$ cat config.mk
export PLATFORM = sky130hd
export DESIGN_NAME = alu_serial_flat
export DESIGN_NICKNAME = d
export VERILOG_FILES = /design/src/rtl/alu_serial_pkg.sv /design/src/rtl/alu_serial_if.sv /design/src/rtl/alu_slice.sv /design/src/rtl/alu_serial.sv /design/src/flat_wrapper.sv
export SDC_FILE = /design/constraint.sdc
export NUM_CORES = 1
export LEC_CHECK = 0
export CAP_MARGIN = 25
export CORE_AREA = 2 2 157 82
export CTS_CLUSTER_SIZE = 12
export DETAILED_ROUTE_END_ITERATION = 8
export DIE_AREA = 0 0 159 84
export PLACE_DENSITY = 0.55
export RECOVER_POWER = 25
export SYNTH_ARGS = -nofsm -noshare
export SYNTH_HDL_FRONTEND = slang
export SYNTH_HIERARCHICAL = 1
export SYNTH_SLANG_ARGS = --single-unit
$ cat constraint.sdc
create_clock -name clk -period 5.9 [get_ports clk]
set_input_delay 1.77 -clock clk [delete_from_list [all_inputs] [get_ports clk]]
set_output_delay 1.77 -clock clk [all_outputs]
set_load 0.05 [all_outputs]
$ cat src/rtl/alu_serial_pkg.sv
// Shared types for the bit-serial (slice-serial) ALU: opcodes, flag bit
// positions, controller states and the per-slice operating mode.
package alu_serial_pkg;

    typedef enum logic [3:0] {
        OP_ADD    = 4'd0,
        OP_ADC    = 4'd1,
        OP_SUB    = 4'd2,
        OP_SBC    = 4'd3,
        OP_AND    = 4'd4,
        OP_XOR    = 4'd5,
        OP_OR     = 4'd6,
        OP_CP     = 4'd7,
        OP_INC    = 4'd8,
        OP_DEC    = 4'd9,
        OP_COPY_A = 4'd10,
        OP_COPY_B = 4'd11
    } AluOp;

    localparam int FLAG_C = 0;
    localparam int FLAG_H = 1;
    localparam int FLAG_N = 2;
    localparam int FLAG_Z = 3;

    typedef enum logic [1:0] {
        ST_IDLE = 2'd0,
        ST_BUSY = 2'd1,
        ST_DONE = 2'd2
    } FsmState;

    typedef enum logic [2:0] {
        SL_ADD    = 3'd0,
        SL_SUB    = 3'd1,
        SL_AND    = 3'd2,
        SL_XOR    = 3'd3,
        SL_OR     = 3'd4,
        SL_PASS_A = 3'd5,
        SL_PASS_B = 3'd6
    } SliceMode;

    // Map an opcode onto the slice datapath; INC/DEC use the adder with b=1,
    // CP uses the subtractor for its flags, unknown opcodes pass a through.
    function automatic SliceMode sliceMode(input logic [3:0] op);
        case (op)
            OP_ADD, OP_ADC, OP_INC:         sliceMode = SL_ADD;
            OP_SUB, OP_SBC, OP_CP, OP_DEC:  sliceMode = SL_SUB;
            OP_AND:                         sliceMode = SL_AND;
            OP_XOR:                         sliceMode = SL_XOR;
            OP_OR:                          sliceMode = SL_OR;
            OP_COPY_B:                      sliceMode = SL_PASS_B;
            default:                        sliceMode = SL_PASS_A;
        endcase
    endfunction

endpackage

$ cat src/rtl/alu_serial_if.sv
// Request/response bundle of the serial ALU; the slave side is the ALU.
interface alu_serial_if #(
    parameter int DATA_W = 16
);
    logic              req_valid;
    logic              req_ready;
    logic [3:0]        op;
    logic [DATA_W-1:0] a;
    logic [DATA_W-1:0] b;
    logic [3:0]        flag_in;
    logic              rsp_valid;
    logic              rsp_ready;
    logic [DATA_W-1:0] result;
    logic [3:0]        flag_out;

    modport master (
        output req_valid, op, a, b, flag_in, rsp_ready,
        input  req_ready, rsp_valid, result, flag_out
    );

    modport slave (
        input  req_valid, op, a, b, flag_in, rsp_ready,
        output req_ready, rsp_valid, result, flag_out
    );
endinterface

$ cat src/rtl/alu_slice.sv
// Combinational SLICE_W-bit ALU slice. carry_i/carry_o carry a borrow when
// subtracting; hcarry_o is the carry/borrow out of local bit HBIT.
module alu_slice
    import alu_serial_pkg::*;
#(
    parameter int SLICE_W = 8,
    parameter int HBIT    = 3
) (
    input  logic [SLICE_W-1:0] a_i,
    input  logic [SLICE_W-1:0] b_i,
    input  SliceMode           mode_i,
    input  logic               carry_i,
    output logic [SLICE_W-1:0] y_o,
    output logic               carry_o,
    output logic               hcarry_o,
    output logic               zero_o
);

    logic [SLICE_W-1:0] bx;
    logic [SLICE_W-1:0] sum;
    logic [SLICE_W:0]   chain;
    logic               isSub;

    // Ripple adder; subtraction is a + ~b + ~borrow with the carries inverted back to borrows.
    always_comb begin
        isSub    = (mode_i == SL_SUB);
        bx       = isSub ? ~b_i : b_i;
        sum      = '0;
        chain    = '0;
        chain[0] = isSub ? ~carry_i : carry_i;
        for (int i = 0; i < SLICE_W; i++) begin
            sum[i]       = a_i[i] ^ bx[i] ^ chain[i];
            chain[i + 1] = (a_i[i] & bx[i]) | (a_i[i] & chain[i]) | (bx[i] & chain[i]);
        end
        carry_o  = isSub ? ~chain[SLICE_W]  : chain[SLICE_W];
        hcarry_o = isSub ? ~chain[HBIT + 1] : chain[HBIT + 1];
        case (mode_i)
            SL_ADD, SL_SUB: y_o = sum;
            SL_AND:         y_o = a_i & b_i;
            SL_XOR:         y_o = a_i ^ b_i;
            SL_OR:          y_o = a_i | b_i;
            SL_PASS_B:      y_o = b_i;
            default:        y_o = a_i;
        endcase
        zero_o = (y_o == '0);
    end

endmodule

$ cat src/rtl/alu_serial.sv
// Slice-serial ALU: one SLICE_W slice per cycle, LSB first, with the carry,
// half-carry and zero flag carried between slices in registers.
module alu_serial
    import alu_serial_pkg::*;
#(
    parameter int DATA_W  = 16,
    parameter int SLICE_W = 8
) (
    input  logic         clk,
    input  logic         reset_n,
    alu_serial_if.slave  bus
);

    localparam int NSLICE  = DATA_W / SLICE_W;
    localparam int IDX_W   = (NSLICE > 1) ? $clog2(NSLICE) : 1;
    localparam int HPOS    = (DATA_W >= 5) ? DATA_W - 5 : 0;
    localparam int H_SLICE = HPOS / SLICE_W;
    localparam int HBIT    = HPOS % SLICE_W;

    FsmState           stateQ, stateD;
    logic [IDX_W-1:0]  idxQ, idxD;
    logic              carryQ, carryD;
    logic [3:0]        opQ, opD;
    logic [DATA_W-1:0] aQ, aD;
    logic [DATA_W-1:0] bQ, bD;
    logic [3:0]        flagInQ, flagInD;
    logic [DATA_W-1:0] resultQ, resultD;
    logic              zeroQ, zeroD;
    logic              hQ, hD;
    logic [3:0]        flagOutQ, flagOutD;

    logic [SLICE_W-1:0] sliceY;
    logic [SLICE_W-1:0] resultSlice;
    logic               sliceCarry;
    logic               sliceH;
    logic               sliceZero;
    logic               lastSlice;
    logic               finalZero;
    logic               finalH;
    logic [3:0]         finalFlags;

    // The operand registers shift right each cycle, so the slice always sees their low bits.
    alu_slice #(
        .SLICE_W (SLICE_W),
        .HBIT    (HBIT)
    ) u_slice (
        .a_i      (aQ[SLICE_W-1:0]),
        .b_i      (bQ[SLICE_W-1:0]),
        .mode_i   (sliceMode(opQ)),
        .carry_i  (carryQ),
        .y_o      (sliceY),
        .carry_o  (sliceCarry),
        .hcarry_o (sliceH),
        .zero_o   (sliceZero)
    );

    assign lastSlice     = (idxQ == IDX_W'(NSLICE - 1));
    assign resultSlice   = (opQ == OP_CP) ? aQ[SLICE_W-1:0] : sliceY;
    assign bus.req_ready = (stateQ == ST_IDLE);
    assign bus.rsp_valid = (stateQ == ST_DONE);
    assign bus.result    = resultQ;
    assign bus.flag_out  = flagOutQ;

    // Controller next state: accept in IDLE, run NSLICE slices, wait for the consumer.
    always_comb begin
        stateD = stateQ;
        case (stateQ)
            ST_IDLE: if (bus.req_valid) stateD = ST_BUSY;
            ST_BUSY: if (lastSlice)     stateD = ST_DONE;
            ST_DONE: if (bus.rsp_ready) stateD = ST_IDLE;
            default:                    stateD = ST_IDLE;
        endcase
    end

    // Final flags, using this cycle's top-slice carry and the accumulated Z/H.
    always_comb begin
        finalZero  = zeroQ & sliceZero;
        finalH     = (idxQ == IDX_W'(H_SLICE)) ? sliceH : hQ;
        finalFlags = flagInQ;
        case (opQ)
            OP_ADD, OP_ADC, OP_INC, OP_SUB, OP_SBC, OP_CP, OP_DEC: begin
                finalFlags[FLAG_C] = sliceCarry;
                finalFlags[FLAG_H] = finalH;
                finalFlags[FLAG_N] = 1'b0;
                finalFlags[FLAG_Z] = finalZero;
                if (opQ == OP_SUB || opQ == OP_SBC || opQ == OP_CP || opQ == OP_DEC) begin
                    finalFlags[FLAG_N] = 1'b1;
                end
                if (opQ == OP_INC || opQ == OP_DEC) begin
                    finalFlags[FLAG_C] = flagInQ[FLAG_C];
                end
            end
            OP_AND, OP_XOR, OP_OR: begin
                finalFlags[FLAG_C] = 1'b0;
                finalFlags[FLAG_H] = (opQ == OP_AND);
                finalFlags[FLAG_N] = 1'b0;
                finalFlags[FLAG_Z] = finalZero;
            end
            default: finalFlags = flagInQ;
        endcase
    end

    // Datapath next state: capture on accept, then shift one slice per BUSY cycle.
    always_comb begin
        idxD     = idxQ;
        carryD   = carryQ;
        opD      = opQ;
        aD       = aQ;
        bD       = bQ;
        flagInD  = flagInQ;
        resultD  = resultQ;
        zeroD    = zeroQ;
        hD       = hQ;
        flagOutD = flagOutQ;
        case (stateQ)
            ST_IDLE: begin
                if (bus.req_valid) begin
                    opD     = bus.op;
                    aD      = bus.a;
                    bD      = (bus.op == OP_INC || bus.op == OP_DEC) ? DATA_W'(1) : bus.b;
                    flagInD = bus.flag_in;
                    carryD  = (bus.op == OP_ADC || bus.op == OP_SBC) ? bus.flag_in[FLAG_C] : 1'b0;
                    idxD    = '0;
                    zeroD   = 1'b1;
                    hD      = 1'b0;
                end
            end
            ST_BUSY: begin
                resultD = DATA_W'({resultSlice, resultQ} >> SLICE_W);
                aD      = aQ >> SLICE_W;
                bD      = bQ >> SLICE_W;
                carryD  = sliceCarry;
                zeroD   = finalZero;
                hD      = finalH;
                idxD    = idxQ + 1'b1;
                if (lastSlice) begin
                    flagOutD = finalFlags;
                    idxD     = '0;
                end
            end
            default: ;
        endcase
    end

    // State and datapath registers; reset drops any operation in flight.
    always_ff @(posedge clk or negedge reset_n) begin
        if (!reset_n) begin
            stateQ   <= ST_IDLE;
            idxQ     <= '0;
            carryQ   <= 1'b0;
            opQ      <= '0;
            aQ       <= '0;
            bQ       <= '0;
            flagInQ  <= '0;
            resultQ  <= '0;
            zeroQ    <= 1'b0;
            hQ       <= 1'b0;
            flagOutQ <= '0;
        end else begin
            stateQ   <= stateD;
            idxQ     <= idxD;
            carryQ   <= carryD;
            opQ      <= opD;
            aQ       <= aD;
            bQ       <= bD;
            flagInQ  <= flagInD;
            resultQ  <= resultD;
            zeroQ    <= zeroD;
            hQ       <= hD;
            flagOutQ <= flagOutD;
        end
    end

endmodule
$ cat src/flat_wrapper.sv
// flat-port wrapper written by rule: the top's interface ports become plain ports
module alu_serial_flat import alu_serial_pkg::*;
#(
    parameter int DATA_W  = 16,
    parameter int SLICE_W = 8
)
  (clk, reset_n, bus_req_valid, bus_op, bus_a, bus_b, bus_flag_in, bus_rsp_ready, bus_req_ready, bus_rsp_valid, bus_result, bus_flag_out);
  alu_serial_if #(.DATA_W(DATA_W)) bus_i ();
  input  logic clk;
  input  logic reset_n;
  input wire logic [$bits(bus_i.req_valid)-1:0] bus_req_valid;
  input wire logic [$bits(bus_i.op)-1:0] bus_op;
  input wire logic [$bits(bus_i.a)-1:0] bus_a;
  input wire logic [$bits(bus_i.b)-1:0] bus_b;
  input wire logic [$bits(bus_i.flag_in)-1:0] bus_flag_in;
  input wire logic [$bits(bus_i.rsp_ready)-1:0] bus_rsp_ready;
  output wire logic [$bits(bus_i.req_ready)-1:0] bus_req_ready;
  output wire logic [$bits(bus_i.rsp_valid)-1:0] bus_rsp_valid;
  output wire logic [$bits(bus_i.result)-1:0] bus_result;
  output wire logic [$bits(bus_i.flag_out)-1:0] bus_flag_out;
  assign bus_i.req_valid = bus_req_valid;
  assign bus_i.op = bus_op;
  assign bus_i.a = bus_a;
  assign bus_i.b = bus_b;
  assign bus_i.flag_in = bus_flag_in;
  assign bus_i.rsp_ready = bus_rsp_ready;
  assign bus_req_ready = bus_i.req_ready;
  assign bus_rsp_valid = bus_i.rsp_valid;
  assign bus_result = bus_i.result;
  assign bus_flag_out = bus_i.flag_out;
  alu_serial #(.DATA_W(DATA_W), .SLICE_W(SLICE_W)) u_core (.clk(clk), .reset_n(reset_n), .bus(bus_i));
endmodule
**Sizing map**

(3 px per um)
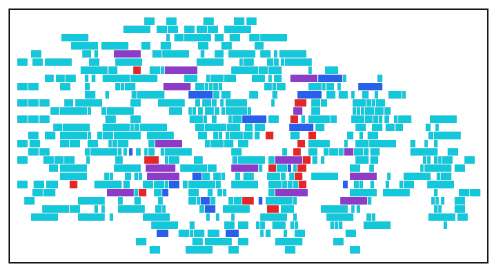
Cyan marks drive 1 or less, cells 424, share 90%. Purple marks drive 6 and up, cells 15, share 3.2%. Blue marks drive 2, cells 17, share 3.6%. Red marks drive 3 to 4, cells 17, share 3.6%.

**Cell outlines without signal wires**

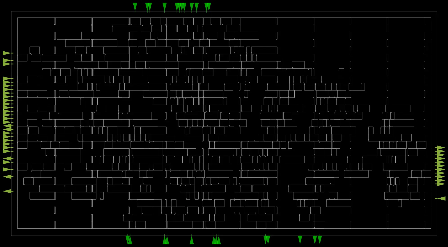
row count: 29
Fillers: 1191

==> flow_metrics.env <==
# flow metrics
export IMPL_timing_final_crit_share_pct=96.4
export IMPL_n_antenna_cell=0
export IMPL_grt_pass1_wl_mm=17.6
export IMPL_dpl_cell_area_um2=4800
export IMPL_slowest_delay_ns=0.43
export IMPL_violations="capacitance limit, slew limit"
export IMPL_path_clk_slew_ns=0.06
export IMPL_fp_utilization_pct=32.7
export IMPL_die_h_um=84
export IMPL_drtIter0Drc=263
export IMPL_critical_path_peak_fanout=4
export IMPL_wl_per_cell_um=17.3
export IMPL_areaGrowthSynthToFinish_pct=30.1
export IMPL_worstHoldPathCells=2
export IMPL_maxCapViolations=2
export IMPL_cp_num_cells=22
export IMPL_hold_path_class="reg -> reg"
export IMPL_grt_max_degree=36
export IMPL_io_buffers=65
export IMPL_slew_violations=66
export IMPL_yosysUniqueCellTypes=61
export IMPL_status="finished with violations"
export IMPL_drc=0
export IMPL_die_w_um=159
export IMPL_met2WireLength_mm=4.25
export IMPL_highest_layer="met4"
export IMPL_htreeDepth=3
export IMPL_root_buffer="clkbuf_16"
export IMPL_final_core_util_pct=42.6
export IMPL_ios=66
export IMPL_post_route_min_period_ns=5.69
export IMPL_dpl_hpwl_mm=8.33
export IMPL_rr_worst_depth=22
export IMPL_clockBufferDepth=2
final cells by class:
class,count,area (um^2),area share (%)
clock buffer,10,229,4.41
clock inverter,6,113,2.17
inverter,36,135,2.60
multi-input combinational,276,2090,40.2
sequential,66,1650,31.8
tap,170,213,4.10
timing repair buffer,79,766,14.7
synth_stat cells, drive strengths merged (2+ instances only):
master	count	share of area [%]
a21o	2	0.38
a21oi	18	2.4
a221oi	2	0.44
a222oi	7	1.8
a22o	18	3.9
and2b	2	0.38
and3	2	0.31
buf	18	2.9
clkbuf	6	0.56
dfrtp	66	41
fa	8	4.0
ha	20	6.3
inv	35	3.3
mux2	5	1.4
mux2i	19	4.8
mux4	3	1.7
nand2	54	5.3
nand2b	4	0.82
nand3	7	0.88
nand3b	4	0.75
nor2	20	1.9
nor2b	3	0.47
nor3b	2	0.50
o21ai	32	4.1
o21bai	2	0.38
o221ai	4	0.88
o22a	4	0.88
o22ai	4	0.63
or3b	2	0.44
xnor2	10	2.2
per-layer routing:
metal  GRT usage [%]  vias to the layer above
met5               0                        -
met4            4.55                        0
met3            4.42                       10
met2            21.2                      119
met1            28.5                     1611
li1                -                     1544
logic make-up after synthesis:
kind of cell | Yosys count | synth area share (%)
xor gates and xnor gates | 11 | 2.41
buffers and inverters | 60 | 6.80
and+or+nand+nor | 108 | 13.5
adders and majority gates | 28 | 10.3
DFF | 66 | 41.4
muxes | 27 | 7.87
AOI/OAI and AO/OA | 102 | 17.7
what timing repair did:
action	4_1_cts	5_1_grt
endpoints found under the setup margin	2	3
buffers inserted	0	2
gates resized	2	5
pin swaps	0	3
